===== config.mk =====
export PLATFORM = sky130hd
export DESIGN_NAME = apb_master_flat
export DESIGN_NICKNAME = d
export VERILOG_FILES = /design/src/rtl/apb_master_if.sv /design/src/rtl/apb_master.sv /design/src/flat_wrapper.sv
export SDC_FILE = /design/constraint.sdc
export NUM_CORES = 1
export LEC_CHECK = 0
export ABC_CLOCK_PERIOD_IN_PS = 2800
export CORE_AREA = 4 4 100 92
export CTS_BUF_LIST = sky130_fd_sc_hd__clkbuf_4
export CTS_CLUSTER_SIZE = 14
export DETAILED_ROUTE_END_ITERATION = 7
export DIE_AREA = 0 0 104 96
export GPL_TIMING_DRIVEN = 1
export PLACE_DENSITY_LB_ADDON = 0.2
export SYNTH_ARGS = -nofsm -noshare
export SYNTH_HDL_FRONTEND = slang
export SYNTH_SLANG_ARGS = --single-unit

===== constraint.sdc =====
create_clock -name clk -period 2.8 [get_ports clk]
set_input_delay 0.28 -clock clk [delete_from_list [all_inputs] [get_ports clk]]
set_output_delay 0.28 -clock clk [all_outputs]
set_load 0.02 [all_outputs]

===== src/rtl/apb_master_if.sv =====
// APB master bus bundle: command/response handshake towards the local
// controller plus the APB signals towards the slave.
// master modport = apb_master side, slave modport = sequencer/APB-slave side.
interface apb_master_if #(
    parameter int addrWidth = 8,
    parameter int dataWidth = 32
);
    logic                 cmd_valid;
    logic                 cmd_ready;
    logic                 cmd_write;
    logic [addrWidth-1:0] cmd_addr;
    logic [dataWidth-1:0] cmd_wdata;
    logic                 rsp_valid;
    logic [dataWidth-1:0] rsp_rdata;
    logic                 rsp_timeout;
    logic [addrWidth-1:0] paddr;
    logic                 pwrite;
    logic                 psel;
    logic                 penable;
    logic [dataWidth-1:0] pwdata;
    logic                 pready;
    logic [dataWidth-1:0] prdata;

    modport master (
        input  cmd_valid, cmd_write, cmd_addr, cmd_wdata, pready, prdata,
        output cmd_ready, rsp_valid, rsp_rdata, rsp_timeout,
        output paddr, pwrite, psel, penable, pwdata
    );

    modport slave (
        output cmd_valid, cmd_write, cmd_addr, cmd_wdata, pready, prdata,
        input  cmd_ready, rsp_valid, rsp_rdata, rsp_timeout,
        input  paddr, pwrite, psel, penable, pwdata
    );
endinterface


===== src/rtl/apb_master.sv =====
// APB initiator: turns one valid/ready command into an APB SETUP/ACCESS
// transfer (honouring pready wait states) and returns a one-cycle response.
// One transfer outstanding at a time; cmd_ready is high only in IDLE.
// Optional build macro APB_TIMEOUT_EN: abandons an ACCESS phase after
// TIMEOUT_CYCLES wait states and flags it with rsp_timeout.
module apb_master #(
    parameter int addrWidth      = 8,
    parameter int dataWidth      = 32,
    parameter int RDATA_LATE     = 0,
    parameter int TIMEOUT_CYCLES = 16
) (
    input  logic         clk,
    input  logic         rst,
    apb_master_if.master bus
);

    typedef enum logic [1:0] {
        S_IDLE   = 2'd0,
        S_SETUP  = 2'd1,
        S_ACCESS = 2'd2,
        S_RCAPT  = 2'd3
    } state_t;

    state_t               r_state;
    logic [addrWidth-1:0] r_paddr;
    logic                 r_pwrite;
    logic [dataWidth-1:0] r_pwdata;
    logic                 r_psel;
    logic                 r_penable;
    logic                 r_rsp_valid;
    logic [dataWidth-1:0] r_rsp_rdata;
    logic                 r_rsp_timeout;
    logic                 w_timeout;

`ifdef APB_TIMEOUT_EN
    localparam int CNT_W = $clog2(TIMEOUT_CYCLES + 1);
    logic [CNT_W-1:0] r_wait_cnt;

    // Limit reached on a cycle where the slave is still not ready.
    assign w_timeout = (r_wait_cnt == CNT_W'(TIMEOUT_CYCLES)) && !bus.pready;
`else
    // Without the timeout build the limit is meaningless; ACCESS waits forever.
    logic w_unused_timeout_cfg;
    assign w_unused_timeout_cfg = (TIMEOUT_CYCLES > 0);
    assign w_timeout            = 1'b0;
`endif

    assign bus.cmd_ready   = (r_state == S_IDLE);
    assign bus.paddr       = r_paddr;
    assign bus.pwrite      = r_pwrite;
    assign bus.pwdata      = r_pwdata;
    assign bus.psel        = r_psel;
    assign bus.penable     = r_penable;
    assign bus.rsp_valid   = r_rsp_valid;
    assign bus.rsp_rdata   = r_rsp_rdata;
    assign bus.rsp_timeout = r_rsp_timeout;

    // Transfer sequencer: FSM state, registered APB drive and response pulse.
    always_ff @(posedge clk) begin
        if (rst) begin
            r_state       <= S_IDLE;
            r_paddr       <= '0;
            r_pwrite      <= 1'b0;
            r_pwdata      <= '0;
            r_psel        <= 1'b0;
            r_penable     <= 1'b0;
            r_rsp_valid   <= 1'b0;
            r_rsp_rdata   <= '0;
            r_rsp_timeout <= 1'b0;
`ifdef APB_TIMEOUT_EN
            r_wait_cnt    <= '0;
`endif
        end else begin
            // Response is a single-cycle pulse unless a branch below raises it.
            r_rsp_valid   <= 1'b0;
            r_rsp_timeout <= 1'b0;
            case (r_state)
                S_IDLE: begin
                    if (bus.cmd_valid) begin
                        // Address/direction/data stay frozen until the next accept.
                        r_paddr   <= bus.cmd_addr;
                        r_pwrite  <= bus.cmd_write;
                        r_pwdata  <= bus.cmd_wdata;
                        r_psel    <= 1'b1;
                        r_penable <= 1'b0;
                        r_state   <= S_SETUP;
                    end else begin
                        r_psel    <= 1'b0;
                        r_penable <= 1'b0;
                    end
                end
                S_SETUP: begin
                    r_penable  <= 1'b1;
                    r_state    <= S_ACCESS;
`ifdef APB_TIMEOUT_EN
                    r_wait_cnt <= '0;
`endif
                end
                S_ACCESS: begin
                    if (bus.pready) begin
                        r_psel    <= 1'b0;
                        r_penable <= 1'b0;
                        if (!r_pwrite && (RDATA_LATE != 0)) begin
                            // Slave registers prdata at end of ACCESS: sample next cycle.
                            r_state <= S_RCAPT;
                        end else begin
                            r_state     <= S_IDLE;
                            r_rsp_valid <= 1'b1;
                            // Writes report zero read data.
                            r_rsp_rdata <= r_pwrite ? '0 : bus.prdata;
                        end
                    end else if (w_timeout) begin
                        r_psel        <= 1'b0;
                        r_penable     <= 1'b0;
                        r_state       <= S_IDLE;
                        r_rsp_valid   <= 1'b1;
                        r_rsp_timeout <= 1'b1;
                        r_rsp_rdata   <= '0;
                    end else begin
`ifdef APB_TIMEOUT_EN
                        r_wait_cnt <= r_wait_cnt + CNT_W'(1);
`endif
                    end
                end
                S_RCAPT: begin
                    r_rsp_rdata <= bus.prdata;
                    r_rsp_valid <= 1'b1;
                    r_state     <= S_IDLE;
                end
                default: begin
                    r_psel    <= 1'b0;
                    r_penable <= 1'b0;
                    r_state   <= S_IDLE;
                end
            endcase
        end
    end

endmodule


===== src/flat_wrapper.sv =====
// flat-port wrapper written by rule: the top's interface ports become plain ports
module apb_master_flat 
#(
    parameter int addrWidth      = 8,
    parameter int dataWidth      = 32,
    parameter int RDATA_LATE     = 0,
    parameter int TIMEOUT_CYCLES = 16
)
  (clk, rst, bus_cmd_valid, bus_cmd_write, bus_cmd_addr, bus_cmd_wdata, bus_pready, bus_prdata, bus_cmd_ready, bus_rsp_valid, bus_rsp_rdata, bus_rsp_timeout, bus_paddr, bus_pwrite, bus_psel, bus_penable, bus_pwdata);
  apb_master_if #(.addrWidth(addrWidth), .dataWidth(dataWidth)) bus_i ();
  input  logic clk;
  input  logic rst;
  input wire logic [$bits(bus_i.cmd_valid)-1:0] bus_cmd_valid;
  input wire logic [$bits(bus_i.cmd_write)-1:0] bus_cmd_write;
  input wire logic [$bits(bus_i.cmd_addr)-1:0] bus_cmd_addr;
  input wire logic [$bits(bus_i.cmd_wdata)-1:0] bus_cmd_wdata;
  input wire logic [$bits(bus_i.pready)-1:0] bus_pready;
  input wire logic [$bits(bus_i.prdata)-1:0] bus_prdata;
  output wire logic [$bits(bus_i.cmd_ready)-1:0] bus_cmd_ready;
  output wire logic [$bits(bus_i.rsp_valid)-1:0] bus_rsp_valid;
  output wire logic [$bits(bus_i.rsp_rdata)-1:0] bus_rsp_rdata;
  output wire logic [$bits(bus_i.rsp_timeout)-1:0] bus_rsp_timeout;
  output wire logic [$bits(bus_i.paddr)-1:0] bus_paddr;
  output wire logic [$bits(bus_i.pwrite)-1:0] bus_pwrite;
  output wire logic [$bits(bus_i.psel)-1:0] bus_psel;
  output wire logic [$bits(bus_i.penable)-1:0] bus_penable;
  output wire logic [$bits(bus_i.pwdata)-1:0] bus_pwdata;
  assign bus_i.cmd_valid = bus_cmd_valid;
  assign bus_i.cmd_write = bus_cmd_write;
  assign bus_i.cmd_addr = bus_cmd_addr;
  assign bus_i.cmd_wdata = bus_cmd_wdata;
  assign bus_i.pready = bus_pready;
  assign bus_i.prdata = bus_prdata;
  assign bus_cmd_ready = bus_i.cmd_ready;
  assign bus_rsp_valid = bus_i.rsp_valid;
  assign bus_rsp_rdata = bus_i.rsp_rdata;
  assign bus_rsp_timeout = bus_i.rsp_timeout;
  assign bus_paddr = bus_i.paddr;
  assign bus_pwrite = bus_i.pwrite;
  assign bus_psel = bus_i.psel;
  assign bus_penable = bus_i.penable;
  assign bus_pwdata = bus_i.pwdata;
  apb_master #(.addrWidth(addrWidth), .dataWidth(dataWidth), .RDATA_LATE(RDATA_LATE), .TIMEOUT_CYCLES(TIMEOUT_CYCLES)) u_core (.clk(clk), .rst(rst), .bus(bus_i));
endmodule

**Floorplan with the power grid**

Pins as bars on the die edge. Tap cells in grey.
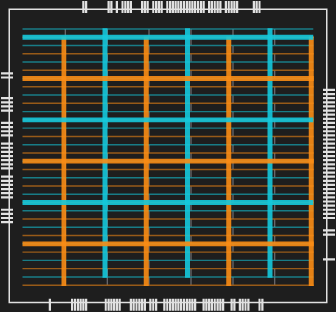
VSS: drawn in orange. VDD: drawn in cyan.
The core has 31 rows. 155 signal pins sit on the boundary. 7 straps on met4. 6 straps on met5. 32 met1 rails follow the rows.
Max VDD drop: 225 µV
Core ar.: 8070 µm²
Die Y: 96 µm

**Signal wires by layer**

Bar = 20 µm.
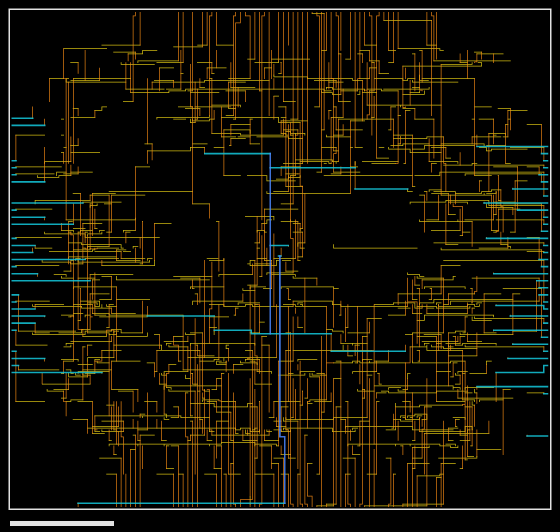
met1: drawn in yellow, wire length 3090 µm. met4: drawn in blue, wire length 83.2 µm. met3: drawn in cyan, wire length 423 µm. met2: drawn in orange, wire length 3840 µm.

**Clock distribution**

Bar = 20 µm.
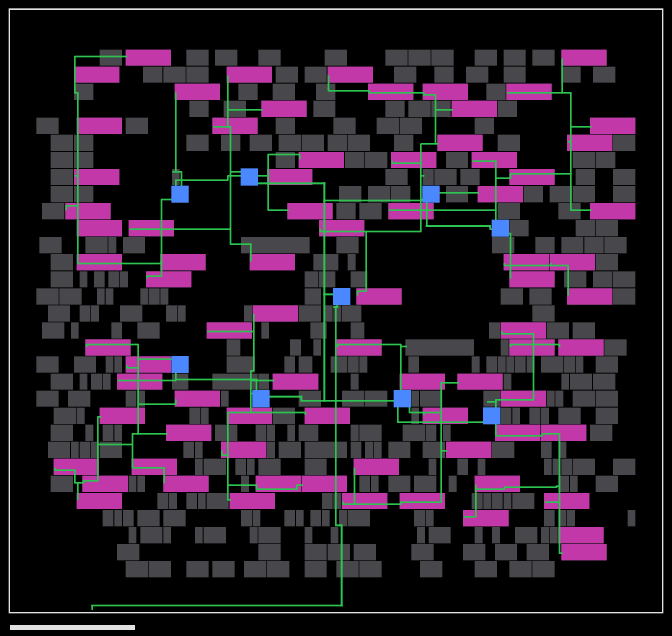
cells driving clock nets: drawn in blue, count 9. clock wires: drawn in green, length 949 µm. flip-flops: drawn in magenta, count 78.
There are 10 routed clock nets.
Fin Clk Skew: 11.1 ps
clock network power share: 31.4%
P_clk: 0.000740 W
Worst-Skew Late Latency: 400 ps

**Cell classes on the final placement**

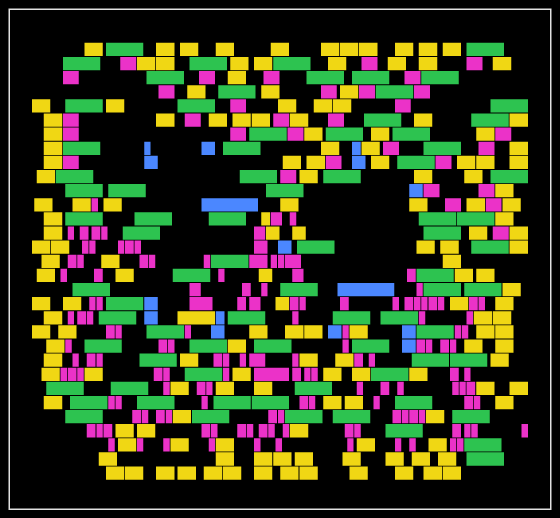
clock drivers and dummy loads: drawn in blue, cells 16. flops: drawn in green, cells 78. all other logic: drawn in magenta, cells 176. other buffers and delay cells: drawn in yellow, cells 158.
post-route cell area: 4350 µm²
flop share of the area: 35.9%
post-layout util: 53.9%
Placement Rows: 31

**Track usage over the die**

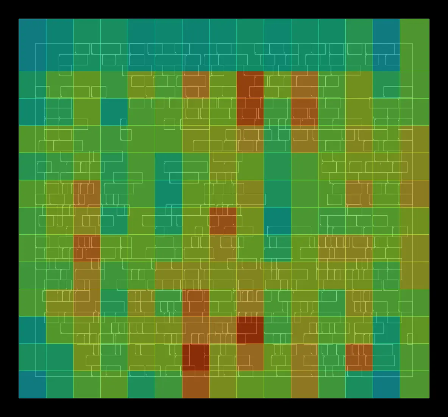
met3 global-route usage: 5.70%
wire per inst: 14.1 µm
GRT Util Overall: 14.6%
gr busiest metal: met2

==> impl_metrics.py <==
# Generated from Yosys and OpenROAD reports
metrics = {
    "power_and_ir_drop": {
        "p_leak_nw": 1.64,
        "powerComb_w": 0.000419,
        "p_int_w": 0.00177,
        "p_sw_w": 0.000586,
        "p_comb_share_pct": 17.8,
    },
    "flow_run": {
        "max_cap_viol_count": 0,
        "tool_warnings": 26,
    },
    "sta": {
        "finalHoldViolCount": 0,
        "fin_crit_sh_pct": 67.4,
        "relSlewSlack_pct": 46.9,
        "finalMaxSlewViolations": 0,
        "rsz0062_at_grt": "no",
    },
    "logic_synthesis": {
        "synth_cell_type_count": 20,
        "ys_chip_area_um2": 2630,
    },
    "setup_path": {
        "slowest_delay_ps": 700,
        "cp_num_cells": 4,
        "crit_type": "reg2reg",
        "worst_setup_path_start_kind": "flip-flop",
        "critPathArrivalTime_ps": 2220,
        "worst_r2r_endpoint": "u_core.bus.pwdata[18]",
    },
    "clock_tree": {
        "clk_pin_slew_ps": 120,
        "cts_hold_buf": 0,
    },
    "worst_hold_path": {
        "holdPathStages": 3,
    },
    "floorplan": {
        "die_w_um": 104,
        "ioPinCount": 155,
        "dieArea_um2": 9980,
    },
    "placed_design": {
        "place_congestion": 0.767,
        "dp.cells": 511,
    },
    "run_status": {
        "outcome": "finished clean",
    },
    "finish": {
        "final_cells": 527,
    },
}
metal layers:
metal	routed length [µm]	share of wire [%]	global-route usage, %
met1	3090	42	16.8
met4	83	1.1	4.98
met2	3840	52	25.3
met3	422	5.7	5.70
met5	0	0	0
layout make-up:
class                      count  area (µm²)  share of cell area, %
inverter                       2        7.51                  0.173
tap                           99         124                   2.85
sequential                    78        1560                   35.9
clock inverter                 5        73.8                   1.70
multi-input combinational    174         923                   21.2
clock buffer                  11        82.6                   1.90
timing repair buffer         158        1580                   36.2
registers in the layout (all words and copies together), names as in the netlist:
| name | flops |
|---|---|
| u_core.bus.pwdata | 32 |
| u_core.bus.rsp_rdata | 32 |
| u_core.bus.paddr | 8 |
| u_core.r_state | 2 |
| u_core.bus.penable | 1 |
| u_core.bus.psel | 1 |
| u_core.bus.pwrite | 1 |
| u_core.bus.rsp_valid | 1 |
cell usage after synthesis:
cell / instances / area (µm²)
buf_6: 6 / 67.6
or3b_1: 1 / 8.76
o21a_1: 1 / 7.51
conb_1: 1 / 3.75
a21oi_1: 43 / 215
nor2_1: 5 / 18.8
o22ai_2: 1 / 12.5
nand2_1: 82 / 308
buf_4: 1 / 7.51
mux2i_1: 1 / 10.0
inv_1: 2 / 7.51
a22o_1: 32 / 280
buf_2: 11 / 55.1
nor3b_2: 1 / 12.5
nor3_1: 1 / 5.00
nor2_2: 1 / 6.26
dfxtp_1: 78 / 1560
nor2b_1: 1 / 6.26
nand2b_1: 3 / 18.8
clkbuf_1: 5 / 18.8
logic make-up after synthesis:
| logic type | synth area share [%] |
|---|---|
| buffers and inverters | 5.94 |
| AOI/OAI and AO/OA | 19.6 |
| other | 0.143 |
| and+or+nand+nor | 14.6 |
| DFF | 59.3 |
| muxes | 0.380 |
Power figures rest on the tool's default switching activity, not on a simulated workload.
